==> config.mk <==
export PLATFORM = sky130hd
export DESIGN_NAME = xvc_jtag_shift_ctrl
export DESIGN_NICKNAME = d
export VERILOG_FILES = /design/src/rtl/xvc_jtag_shift_ctrl.sv
export SDC_FILE = /design/constraint.sdc
export NUM_CORES = 1
export LEC_CHECK = 0
export ABC_AREA = 1
export CORE_AREA = 2 2 136 138
export CTS_CLUSTER_SIZE = 10
export DETAILED_ROUTE_END_ITERATION = 8
export DIE_AREA = 0 0 138 140
export PLACE_DENSITY = 0.54
export REMOVE_ABC_BUFFERS = 1
export SLEW_MARGIN = 10
export SYNTH_ARGS = -nofsm -noshare
export SYNTH_HDL_FRONTEND = slang
export SYNTH_SLANG_ARGS = --single-unit
export TNS_END_PERCENT = 10
==> constraint.sdc <==
create_clock -name clk100 -period 4.11 [get_ports clk100]
set_input_delay 0.6165 -clock clk100 [delete_from_list [all_inputs] [get_ports clk100]]
set_output_delay 0.6165 -clock clk100 [all_outputs]
set_load 0.1 [all_outputs]
Fig. 1: run 1, layout detail
Region (56, 30) to (81, 55) um. Cells in grey, sequential cells in the stronger grey; small squares are vias.
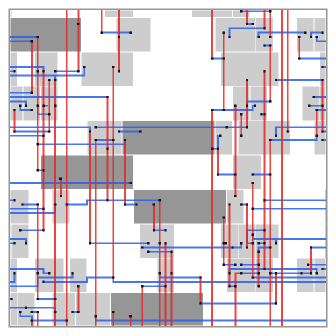
legend:
  met1:
    colour: blue
  met2:
    colour: red
sequential cells in the window: 5
cells with their middle in the window: 42
most frequent: nand2_1 (9)

Fig. 2: run 1, sequential cells grouped by signal name
Drawn at 2 px/um. Other sequential cells in the stronger grey, the rest of the logic in the fainter grey.
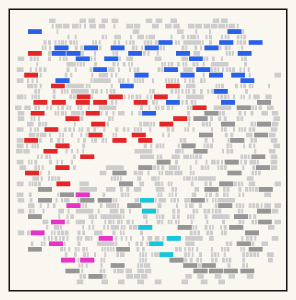
legend:
  `r_tms_sh`:
    colour: red
    flops: 31
  `r_cnt`:
    colour: magenta
    flops: 8
    where: bottom left
  `r_len`:
    colour: cyan
    flops: 6
    where: bottom middle
  `r_tdi_sh`:
    colour: blue
    flops: 32
    where: a band across the top
utilization after layout: 46.1%
FF/Latch Area: 0.00256 sq mm
flop share of the area: 31.2%

Fig. 3: run 1, routing congestion map
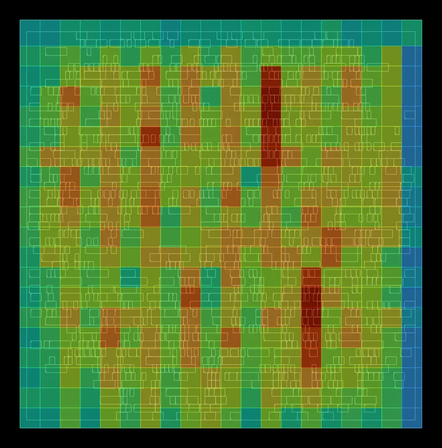
routing usage on met3: 3.56%
drt wl/cell: 13.2 um
total track usage: 17.7%

==> results.txt, run 1 <==
run metrics: status finished, final reports clean, max_cap viols 0, crit start category flop, total CTS buffers 17, hold depth 2, die width between 100 and 150 um, site row count roughly 49, Die Size between 0.015 and 0.02 sq mm, top cells by area dfxtp_1 40%, nand2_1 20%, nand3_1 9.4%, a21oi_1 9.2%, nor2_1 4.5%, Slew headroom 30.4%, Arr. time, crit path 1940 ps, antenna diode count 0, Core Area 0.0178 sq mm, Ports 119, Synth Warn # 0, initial antenna violation count 0, Reg clk slew, reported paths 50 ps, DRC 0, vias post-DR 6316, vias in the first global route just under 6000, DP HPWL 10.3 mm, yosys synthesis chip area about 0.0064 sq mm, fin cells 1297, Final Hold Fails 0, clock skew around 6.4 ps, DP Area 0.00760 sq mm, Initial Util 35.8%, Distinct lib cells used 28, P per Cell Area 672 mW/mm^2, Crit path largest cell delay 1180 ps, DRT iter0 DRCs 469, Overflow after GRT 0, largest net degree at the start of global routing 102, Crit. path cell count 1, Top Usage Layer GRT met2, Cell Area, Synth 0.00636 sq mm, leakage 3.25 nW, First-pass DRT Iterations 7, Final min period 2550 ps, worst skew pair latency 420 ps, delay-heaviest family, CP buffers and inverters, CTS tree built, Detailed Route WL ~17 mm, CP Max Fanout 2, first-pass GRT wire length between 20 and 30 mm, area leader, netlist dfxtp_1, achievable frequency around 390 MHz, met1 Usage GRT 23.6%, setup slack, reg-to-reg roughly 1600 ps, synth-to-layout area growth 29.0%, clock sinks 128, CP Capture Type output port, final setup violation count 0, tool warnings 32, Final Instance Area 0.00820 sq mm, cycle use final ~62%, top logic cells by instance count in the layout 339 x nand2_1, 128 x dfxtp_1, 120 x nand3_1, 117 x a21oi_1, 117 x clkdlybuf4s50_1, Min Hold Slack 458 ps, Post-synth seq share 40.3%, via density per instance 4.87, measured slew at the worst slew-check pin 1040 ps, CP Buf/Inv Count 1, Power, Total 5.51 mW, Synth Instances slightly below 1000, final antenna-violating net count 0, setup ws final between 1500 and 2000 ps, WS Path Type reg2out, I/O Buffers roughly 120, Setup Fix Bufs, Post-CTS 0, worst slack, placed 1200 ps, ys cells 977, RSZ-0062 raised after global routing no, CP max stage cell clkdlybuf4s50_1, Fin Setup TNS 0 ps
## run 1: Yosys cell counts, drive strengths merged
cell and n:
o21ai 44, nand3 120, xor2 5, a21oi 117, a22oi 4, ha 9
buf 26, a211oi 3, clkbuf 40, nand4 3, o31ai 1, dfxtp 128
xnor2 5, inv 39, nor2 80, nor3 8, clkinv 1, nand2 342
nor3b 1, or2 1
## run 1: power breakdown
part           total [mW]  switching (mW)  leakage, nW  internal [mW]
sequential           1.74           0.171         1.04           1.57
clock                1.51           0.537        0.295          0.974
combinational        2.26            1.56         1.92          0.702
## run 1: cell type report
| type | count | area [sq um] |
|---|---|---|
| flip-flops and latches | 128 | 2560 |
| fillers | 1890 | 9580 |
| clock inverters | 3 | 42.5 |
| multi-input cells | 743 | 3350 |
| well taps | 229 | 287 |
| clock buffers | 28 | 557 |
| inverters | 40 | 150 |
| repair buffers | 126 | 1250 |
## run 1: cell families after synthesis
| kind of cell | synth area share [%] |
|---|---|
| AOI/OAI and AO/OA | 13.6 |
| xor gates and xnor gates | 1.38 |
| adders and majority gates | 1.77 |
| buffers and inverters | 7.04 |
| DFF | 40.3 |
| and+or+nand+nor | 35.9 |
## run 1: per-layer routing
metal  vias up  part of all wire, %
li1       3331                    -
met1      2822                   49
met2       144                   45
met3        19                  4.2
met4         0                  1.4
met5         -                    0
Fig. 4: run 1, pin map
Drawn at 3 px/um. Pins as bars across the die edge, other pins in grey.
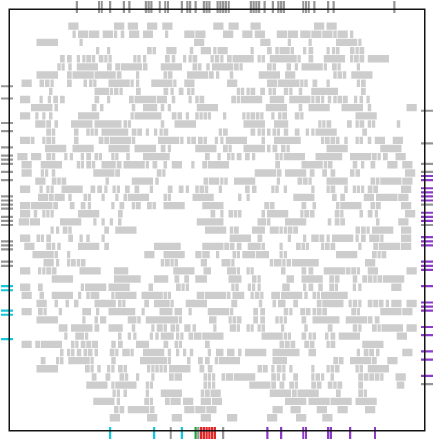

==> run 2: changes to the inputs <==
==> constraint.sdc (replaced) <==
create_clock -name clk100 -period 2.5 [get_ports clk100]
set_input_delay 0.375 -clock clk100 [delete_from_list [all_inputs] [get_ports clk100]]
set_output_delay 0.375 -clock clk100 [all_outputs]
set_load 0.1 [all_outputs]
Fig. 5: run 2, pin map
Drawn at 3 px/um. Pins as bars across the die edge, other pins in grey.
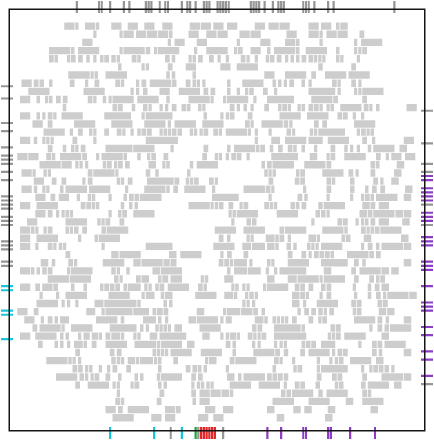
legend:
  `half_period`:
    colour: cyan
    pins: 8
    direction: input
    edge: 5 left, 3 bottom
  `tdo_vec`:
    colour: purple
    pins: 32
    direction: output
    edge: 24 right, 8 bottom
  `done`:
    colour: green
    pins: 1
    direction: output
    edge: bottom
  `len`:
    colour: red
    pins: 6
    direction: input
    edge: bottom
Die Ht: 140 um
die width: 138 um

Fig. 6: run 2, sequential cells grouped by signal name
Drawn at 2 px/um. Other sequential cells in the stronger grey, the rest of the logic in the fainter grey.
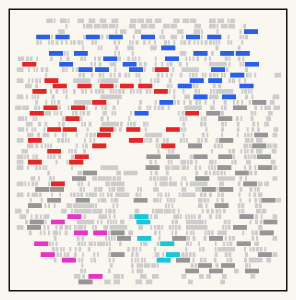
legend:
  `r_len`:
    colour: cyan
    flops: 6
    where: bottom middle
  `r_cnt`:
    colour: magenta
    flops: 8
    where: bottom left
  `r_tdi_sh`:
    colour: blue
    flops: 32
    where: a band across the top
  `r_tms_sh`:
    colour: red
    flops: 31
not coloured: 51
utilization after layout: 46.4%
Sequential Power: 2.84 mW
flop share of the area: 31.1%

==> run 2 against run 1 <==
Against the previous run: setup slack worse by 1200 ps; register-to-register slack lost 1300 ps; sequential power up 63%; worst hold slack got worse by 41 ps; flip-flop count did not move; final cell count grew 0.69%; critical path type is now reg2reg; largest cell class unchanged.
==> results.txt, run 2 <==
run metrics: setup slack, reg-to-reg 330 ps, Initial Util 35.8%, initial antenna violation count 0, clock skew 8.53 ps, CP Max Fanout 69, DRT iter0 DRCs between 300 and 400, Post-synth top cells 339 x nand2_1, 128 x dfxtp_1, 120 x nand3_1, via density per instance 4.83, Fin Setup TNS 0 ps, most frequent cell after synthesis nand2_1, Distinct lib cells used 28, Synth Warn # 0, achievable frequency between 400 and 500 MHz, Slew headroom a little over three fifths, DP HPWL 10.3 mm, number of enable flip-flop cells 0, Post-synth seq share around two fifths, I/O Buffers 118, Final Hold Fails 0, Arr. time, crit path 2510 ps, first-pass GRT wire length about 28 mm, Cell Area, Synth 0.00636 sq mm, vias in the first global route 5646, drt wl/cell 12.9 um, CP max stage cell dfxtp_1, site row count 49, Post-synth ARST share 0%, Power, Total 9.29 mW, tool warnings 34, crit start category flop, status finished, final reports clean, worst skew pair latency 420 ps, RSZ-0062 raised after global routing no, worst slack, placed 282 ps, CP Capture Type flop, setup ws final 329 ps, yosys synthesis chip area 0.00636 sq mm, Ports ~120, synth-to-layout area growth 29.7%, Core Area 0.0178 sq mm, vias post-DR 6313, final antenna-violating net count 0, Setup Fix Bufs, Post-CTS 0, cycle use final 86.8%, top cells by area dfxtp_1 40%, nand2_1 20%, nand3_1 9.4%, a21oi_1 9.2%, nor2_1 4.5%, total track usage 17.4%, Detailed Route WL 16.8 mm, First-pass DRT Iterations 5, leakage 3.39 nW, clock sinks 128, area leader, netlist dfxtp_1, top logic cells by instance count in the layout 339 x nand2_1, 128 x dfxtp_1, 120 x nand3_1, 117 x a21oi_1, 80 x clkdlybuf4s50_1, Final min period ~2200 ps, WS Path Type reg2reg, Crit path largest cell delay 370 ps, hold depth 3, Top FF cell, synth dfxtp_1, antenna diode count 0, Reg clk slew, reported paths approximately 60 ps, fin nets roughly 1200, P per Cell Area 1130 mW/mm^2
-- run 2: cell counts after synthesis --
Identical to the previous run, type by type.
-- run 2: where the power goes --
group	leakage [nW]	internal [mW]	total (mW)	switching, mW
Sequential	1.04	2.57	2.84	0.271
Combinational	2.05	1.29	3.87	2.58
Clock	0.291	1.62	2.57	0.954
-- run 2: cell families (layout without fill, tap and decap cells) --
group	after synthesis	count (layout)	share of synthesized area, %
AND/OR/NAND/NOR	555	555	35.9
AND-OR/OR-AND	169	169	13.6
XOR/XNOR	10	10	1.38
buffers and inverters	106	206	7.04
adder cells (fa/ha/maj)	9	9	1.77
flip-flops	128	128	40.3
-- run 2: per-stage QoR --
stage	hold WS (ps)	util (%)	cells	area, sq um
after floorplan	435	-	911	6060
after global placement	448	42.9	1274	7630
after detailed placement	452	42.9	1274	7630
after CTS	421	46.4	1306	8250
after global routing	469	46.4	1306	8250
final	416	46.4	1306	8250
-- run 2: worst max-delay path: cells and delay by family, from the launching register on --
kind | cells | cell delay (ps)
and+or+nand+nor | 7 | 690
buffers and inverters | 2 | 400
DFF | 1 | 370
adders and majority gates | 1 | 310
xor gates and xnor gates | 1 | 140
AOI/OAI and AO/OA | 1 | 140
-- run 2: layout make-up --
type / count / area (sq um)
tap: 229 / 287
fill: 1930 / 9530
sequential: 128 / 2560
clock buffer: 19 / 453
timing repair buffer: 134 / 1280
multi-input combinational: 743 / 3350
clock inverter: 13 / 161
inverter: 40 / 150
-- run 2: metal layers --
layer / vias to the layer above / track usage [%] / part of all wire, % / wire (um)
met2: 115 / 27.7 / 46 / 7820
met4: 0 / 5.91 / 1.6 / 274
met5: - / 0 / 0 / 0
met3: 17 / 4.21 / 3.8 / 646
li1: 3358 / - / - / -
met1: 2823 / 23.2 / 48 / 8090
Power and IR drop assume default switching activity.
